File: config.mk
export PLATFORM = sky130hd
export DESIGN_NAME = wave_capture_buffer_flat
export DESIGN_NICKNAME = d
export VERILOG_FILES = /design/src/rtl/wave_capture_buffer_pkg.sv /design/src/rtl/wave_capture_buffer_if.sv /design/src/rtl/wave_capture_buffer_zero_cross_detect.sv /design/src/rtl/wave_capture_buffer.sv /design/src/flat_wrapper.sv
export SDC_FILE = /design/constraint.sdc
export NUM_CORES = 1
export LEC_CHECK = 0
export ABC_AREA = 1
export CAP_MARGIN = 20
export CORE_MARGIN = 5
export CORE_UTILIZATION = 40
export DETAILED_ROUTE_END_ITERATION = 6
export DONT_BUFFER_PORTS = 1
export PLACE_DENSITY_LB_ADDON = 0.08
export SYNTH_ARGS = -nofsm -noshare
export SYNTH_HDL_FRONTEND = slang
export SYNTH_SLANG_ARGS = --single-unit
File: constraint.sdc
create_clock -name clk -period 1.1 [get_ports clk]
set_input_delay 0.22 -clock clk [delete_from_list [all_inputs] [get_ports clk]]
set_output_delay 0.22 -clock clk [all_outputs]
set_load 0.01 [all_outputs]
File: src/rtl/wave_capture_buffer_pkg.sv
`default_nettype none
// +--------------------------------------------------------------------+
// | Module   : wave_capture_buffer_pkg                                  |
// | Purpose  : Shared audio/display definitions for the capture path:   |
// |            capture FSM state encoding, sample/display widths and    |
// |            the signed-sample to display-byte conversion.            |
// | Ports    : none (package)                                          |
// | Revision : 1.0 - initial release                                   |
// +--------------------------------------------------------------------+
package wave_capture_buffer_pkg;

   localparam int SAMPLE_W = 16;
   localparam int DISP_W   = 8;

   typedef enum logic [1:0] {
      ARMED  = 2'd0,
      ACTIVE = 2'd1,
      WAIT   = 2'd2
   } capture_state_t;

   // Top byte of the signed sample offset by 128: flipping the sign bit
   // turns two's-complement into offset-binary, so -32768 -> 0x00,
   // 0 -> 0x80, 32767 -> 0xFF.
   function automatic logic [DISP_W-1:0] to_display(input logic [SAMPLE_W-1:0] s);
      return {~s[SAMPLE_W-1], s[SAMPLE_W-2:SAMPLE_W-DISP_W]};
   endfunction

endpackage
`default_nettype wire

File: src/rtl/wave_capture_buffer_if.sv
`default_nettype none
// +--------------------------------------------------------------------+
// | Module   : wave_capture_buffer_if                                   |
// | Purpose  : Sample stream in, sample-RAM write port and buffer       |
// |            select out, for the wave capture stage.                  |
// | Ports    : new_sample_ready/new_sample_in  - audio sample strobe    |
// |            wave_display_idle               - safe-to-swap flag      |
// |            write_address/enable/sample     - RAM write port         |
// |            read_index                      - half the display reads |
// |            slave modport  : capture block side                      |
// |            master modport : sample source / RAM / display side      |
// | Revision : 1.0 - initial release                                   |
// +--------------------------------------------------------------------+
interface wave_capture_buffer_if #(
   parameter int ADDR_BITS = 8
);
   import wave_capture_buffer_pkg::*;

   logic                 new_sample_ready;
   logic [SAMPLE_W-1:0]  new_sample_in;
   logic                 wave_display_idle;
   logic [ADDR_BITS:0]   write_address;
   logic                 write_enable;
   logic [DISP_W-1:0]    write_sample;
   logic                 read_index;

   modport slave (
      input  new_sample_ready,
      input  new_sample_in,
      input  wave_display_idle,
      output write_address,
      output write_enable,
      output write_sample,
      output read_index
   );

   modport master (
      output new_sample_ready,
      output new_sample_in,
      output wave_display_idle,
      input  write_address,
      input  write_enable,
      input  write_sample,
      input  read_index
   );

endinterface
`default_nettype wire

File: src/rtl/wave_capture_buffer_zero_cross_detect.sv
`default_nettype none
// +--------------------------------------------------------------------+
// | Module   : zero_cross_detect                                        |
// | Purpose  : Remembers the sign of the last accepted sample and       |
// |            flags a negative-to-non-negative transition.             |
// | Ports    : clk, reset     - clock, async active-high reset          |
// |            sample_valid   - a sample is accepted this cycle         |
// |            sample_msb     - sign bit of that sample                 |
// |            clear          - forget history (re-arm)                 |
// |            trigger        - combinational positive-going crossing   |
// | Revision : 1.0 - initial release                                   |
// +--------------------------------------------------------------------+
module zero_cross_detect (
   input  wire logic clk,
   input  wire logic reset,
   input  wire logic sample_valid,
   input  wire logic sample_msb,
   input  wire logic clear,
   output logic      trigger
);

   logic r_prev_msb;
   logic r_prev_valid;

   // Without valid history a stale negative sign could fire a bogus
   // trigger on the first sample after re-arm, hence the qualifier.
   assign trigger = sample_valid & r_prev_valid & r_prev_msb & ~sample_msb;

   always_ff @(posedge clk or posedge reset) begin
      if (reset) begin
         r_prev_msb   <= 1'b0;
         r_prev_valid <= 1'b0;
      end else if (clear) begin
         r_prev_valid <= 1'b0;
      end else if (sample_valid) begin
         r_prev_msb   <= sample_msb;
         r_prev_valid <= 1'b1;
      end
   end

endmodule
`default_nettype wire

File: src/rtl/wave_capture_buffer.sv
`default_nettype none
// +--------------------------------------------------------------------+
// | Module   : wave_capture_buffer                                      |
// | Purpose  : Waits for a positive-going zero crossing, then writes    |
// |            the next 2^ADDR_BITS samples (as display bytes) into the |
// |            RAM half the display is not reading, and flips the       |
// |            display to it once the display is idle.                  |
// | Ports    : clk   - system clock                                     |
// |            reset - asynchronous active-high reset                   |
// |            bus   - wave_capture_buffer_if.slave (samples in, RAM    |
// |                    write port and read_index out)                   |
// | Revision : 1.0 - initial release                                   |
// +--------------------------------------------------------------------+
module wave_capture_buffer
   import wave_capture_buffer_pkg::*;
#(
   parameter int ADDR_BITS = 8
) (
   input  wire logic               clk,
   input  wire logic               reset,
   wave_capture_buffer_if.slave    bus
);

   localparam logic [ADDR_BITS-1:0] c_last_index = '1;

   capture_state_t        r_state;
   logic [ADDR_BITS-1:0]  r_count;
   logic                  r_read_index;
   logic                  r_write_enable;
   logic [ADDR_BITS:0]    r_write_address;
   logic [DISP_W-1:0]     r_write_sample;

   logic                  w_sample_accept;
   logic                  w_rearm;
   logic                  w_trigger;

   // Samples arriving in WAIT are dropped entirely, including for the
   // crossing history; the re-arm cycle is itself a WAIT cycle.
   assign w_sample_accept = bus.new_sample_ready && (r_state != WAIT);
   assign w_rearm         = (r_state == WAIT) && bus.wave_display_idle;

   zero_cross_detect u_zero_cross_detect (
      .clk          (clk),
      .reset        (reset),
      .sample_valid (w_sample_accept),
      .sample_msb   (bus.new_sample_in[SAMPLE_W-1]),
      .clear        (w_rearm),
      .trigger      (w_trigger)
   );

   always_ff @(posedge clk or posedge reset) begin
      if (reset) begin
         r_state         <= ARMED;
         r_count         <= '0;
         r_read_index    <= 1'b0;
         r_write_enable  <= 1'b0;
         r_write_address <= '0;
         r_write_sample  <= '0;
      end else begin
         r_write_enable <= 1'b0;
         case (r_state)
            ARMED: begin
               // The triggering sample is not stored.
               if (w_trigger) begin
                  r_state <= ACTIVE;
                  r_count <= '0;
               end
            end
            ACTIVE: begin
               if (bus.new_sample_ready) begin
                  r_write_enable  <= 1'b1;
                  r_write_address <= {~r_read_index, r_count};
                  r_write_sample  <= to_display(bus.new_sample_in);
                  r_count         <= r_count + 1'b1;
                  if (r_count == c_last_index) begin
                     r_state <= WAIT;
                  end
               end
            end
            WAIT: begin
               if (bus.wave_display_idle) begin
                  r_read_index <= ~r_read_index;
                  r_state      <= ARMED;
               end
            end
            default: r_state <= ARMED;
         endcase
      end
   end

   assign bus.write_enable  = r_write_enable;
   assign bus.write_address = r_write_address;
   assign bus.write_sample  = r_write_sample;
   assign bus.read_index    = r_read_index;

endmodule
`default_nettype wire

File: src/flat_wrapper.sv
// flat-port wrapper written by rule: the top's interface ports become plain ports
module wave_capture_buffer_flat import wave_capture_buffer_pkg::*;
#(
   parameter int ADDR_BITS = 8
)
  (clk, reset, bus_new_sample_ready, bus_new_sample_in, bus_wave_display_idle, bus_write_address, bus_write_enable, bus_write_sample, bus_read_index);
  wave_capture_buffer_if #(.ADDR_BITS(ADDR_BITS)) bus_i ();
  input  wire logic clk;
  input  wire logic reset;
  input wire logic [$bits(bus_i.new_sample_ready)-1:0] bus_new_sample_ready;
  input wire logic [$bits(bus_i.new_sample_in)-1:0] bus_new_sample_in;
  input wire logic [$bits(bus_i.wave_display_idle)-1:0] bus_wave_display_idle;
  output wire logic [$bits(bus_i.write_address)-1:0] bus_write_address;
  output wire logic [$bits(bus_i.write_enable)-1:0] bus_write_enable;
  output wire logic [$bits(bus_i.write_sample)-1:0] bus_write_sample;
  output wire logic [$bits(bus_i.read_index)-1:0] bus_read_index;
  assign bus_i.new_sample_ready = bus_new_sample_ready;
  assign bus_i.new_sample_in = bus_new_sample_in;
  assign bus_i.wave_display_idle = bus_wave_display_idle;
  assign bus_write_address = bus_i.write_address;
  assign bus_write_enable = bus_i.write_enable;
  assign bus_write_sample = bus_i.write_sample;
  assign bus_read_index = bus_i.read_index;
  wave_capture_buffer #(.ADDR_BITS(ADDR_BITS)) u_core (.clk(clk), .reset(reset), .bus(bus_i));
endmodule
### Where the registers sit

Scale: 4 px per um.
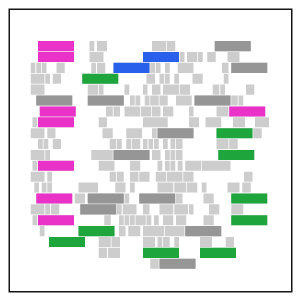
legend:
  `u_core.r_state`:
    color: blue
    placed_flops: 2
  `u_core.bus.write_address`:
    color: green
    placed_flops: 9
  `u_core.bus.write_sample`:
    color: magenta
    placed_flops: 8

### Routing congestion

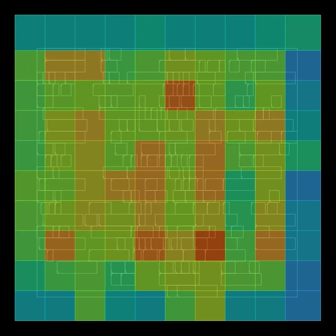
GRT Total Usage: 13.8%
global route hottest layer: met2

==> flow_summary.toml <==
# generated from flow reports
[outcome]
status = "complete, but fails checks"
violations = "setup timing"

[yosys]
mux_share_pct = 0
yosysUniqueCellTypes = 22
yosys_warnings = 0
yosysTopAreaCellShare_pct = 53.4
synth_area_um2 = 1450
syn_area_per_cell_um2 = 8.85
synth.comb.largest_family = "simple AND/OR/NAND/NOR gates"
ys.flop_type = "dfrtp_1"
top_area_cell = "dfrtp_1"
topCellsByArea = "dfrtp_1, nand2_1, o21ai_2, inv_1, nand3_1"
synth.cells.most_frequent = "nand2_1, dfrtp_1, inv_1"
ys_ff = 31

[sta]
slew_violations = 0
max_slew.worst_pin.slew_ns = 0.397
finalClockPeriodUsage_pct = 110
finalHoldViolations = 0
relSlewSlack_pct = 73.5
setup_viol = 27
layout_setup_ws_ns = -0.108

[floorplanning]
core_area_um2 = 3420
rows = 21
fp.dieW_um = 70.2

[routing]
drtIter0Drc = 42
viasPerCell = 4.66
ant_nets = 0

[clocking]
cts_made_buffers = 5
clock_insertion_delay_worst_skew_ns = 0.32
clock_sinks = 31
cts_tree = "yes"
clk_path_buf_depth = 2
h-tree-depth = 2

[place]
portBuffers = 0
placedCellCount = 220

[finish]
fin_nets = 216
drive_gt1_share_pct = 39.3

[power_and_ir_drop]
ir_drop_v = 0.00121

[critical_path]
max_stage_delay_ns = 0.39
arrival_ns = 1.43
crit_chain = "ha_2 -> nand2_4 -> inv_6 -> nand3_4 -> nand2_2 -> nand3_2 -> nand2_1 -> nand2_1"
cp_max_fo = 4

[global_routing]
antenna_found_initial = 0
grt_max_degree = 32
grt_pass1_vias = 1205

[hold_path]
hold_class = "input pin to flop"
### Signal wires on met3

Scale: 4 px per um.
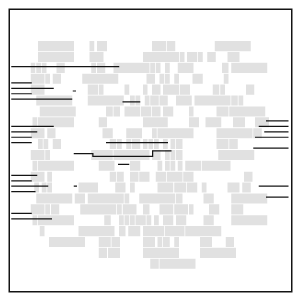
longest straight run: 26.7 um
wire length on this layer: 224 um
share of all routed wire: 7.4%

### Clock network drawn from the DEF

Scale: 6 px per um.
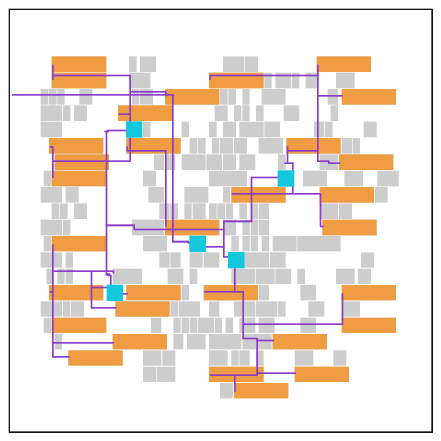
legend:
  clock wires:
    color: purple
    length: 418 um
  clock-net drivers:
    color: cyan
    count: 5
  flip-flops:
    color: orange
    count: 31
flops lie: widely spread
routed clock nets: 6
clock power share: 18.3%
clock group power: 0.755 mW

==> stage by stage <==
| stage | TNS, ns | area, um^2 | setup slack [ns] |
|---|---|---|---|
| after global placement | -0.715 | 1600 | -0.0957 |
| after detailed placement | -1.10 | 1600 | -0.153 |
| final | -1.39 | 1900 | -0.108 |
| after floorplan | -0.0853 | 1470 | -0.0542 |
| after CTS | -1.41 | 1830 | -0.107 |
| after global routing | -3.43 | 1900 | -0.187 |
==> logic make-up (layout without fill, tap and decap cells) <==
group | Yosys count | after routing
simple gates | 87 | 87
buf+inv | 24 | 56
fa+ha+maj | 1 | 1
compound gates | 20 | 20
xor+xnor | 1 | 1
flops | 31 | 31
==> layout make-up <==
| class | count | area share (%) |
|---|---|---|
| multi-input combinational | 109 | 34.7 |
| tap | 46 | 3.03 |
| sequential | 31 | 40.8 |
| timing repair buffer | 28 | 13.6 |
| clock buffer | 8 | 3.62 |
| inverter | 20 | 4.34 |
==> critical path: cells and delay by family, from the launching register on <==
family                   cells  cell delay, ns
flip-flops                   1            0.39
buffers and inverters        1            0.08
AND/OR/NAND/NOR              6            0.40
adder cells (fa/ha/maj)      1            0.22
==> per-layer routing <==
layer | track usage (%) | wire length, um | vias to the layer above
met4 | 7.66 | 48 | 0
li1 | - | - | 569
met2 | 22.1 | 1500 | 31
met1 | 16.2 | 1270 | 522
met5 | 0 | 0 | -
met3 | 4.59 | 223 | 5
==> power by group <==
| group | internal (mW) | total, mW | switching (mW) | leakage, nW |
|---|---|---|---|---|
| clock | 0.376 | 0.755 | 0.379 | 0.0386 |
| combinational | 0.687 | 1.47 | 0.785 | 0.482 |
| sequential | 1.48 | 1.90 | 0.419 | 0.404 |
==> state kept, by name, summed over array words and instances, names as in the netlist <==
signal,count
u_core.bus.write_address,9
u_core.u_zero_cross_detect.r_prev_msb,1
u_core.bus.write_enable,1
u_core.u_zero_cross_detect.r_prev_valid,1
u_core.bus.write_sample,8
u_core.r_state,2
u_core.bus.read_index,1
u_core.r_count,8
==> worst paths after layout <==
path                       cells after the start                                                end                                              start  slack [ns]
setup / recovery                               8                      u_core.r_state[0]$_DFFE_PP0P_                      u_core.r_count[1]$_DFFE_PP0P_       -0.11
hold reg to reg                                2  u_core.u_zero_cross_detect.r_prev_msb$_DFFE_PP0P_  u_core.u_zero_cross_detect.r_prev_msb$_DFFE_PP0P_        0.50
min in group asynchronous                      3             u_core.bus.write_sample[6]$_DFFE_PP0P_                                              reset        0.41
setup reg to reg                               8                      u_core.r_state[0]$_DFFE_PP0P_                      u_core.r_count[1]$_DFFE_PP0P_       -0.11
hold / removal                                 2             u_core.bus.write_sample[5]$_DFFE_PP0P_                              bus_new_sample_in[13]        0.02
max in group asynchronous                      3                      u_core.r_count[3]$_DFFE_PP0P_                                              reset        0.40
==> repair_timing <==
action,CTS,global route
hold buffers,8,0
setup endpoints to repair,27,30
setup buffers,4,3
pin swaps,6,5
resized,27,13
hold endpoints to repair,38,0
No activity file was given, so power comes from the tool's default toggle rates.
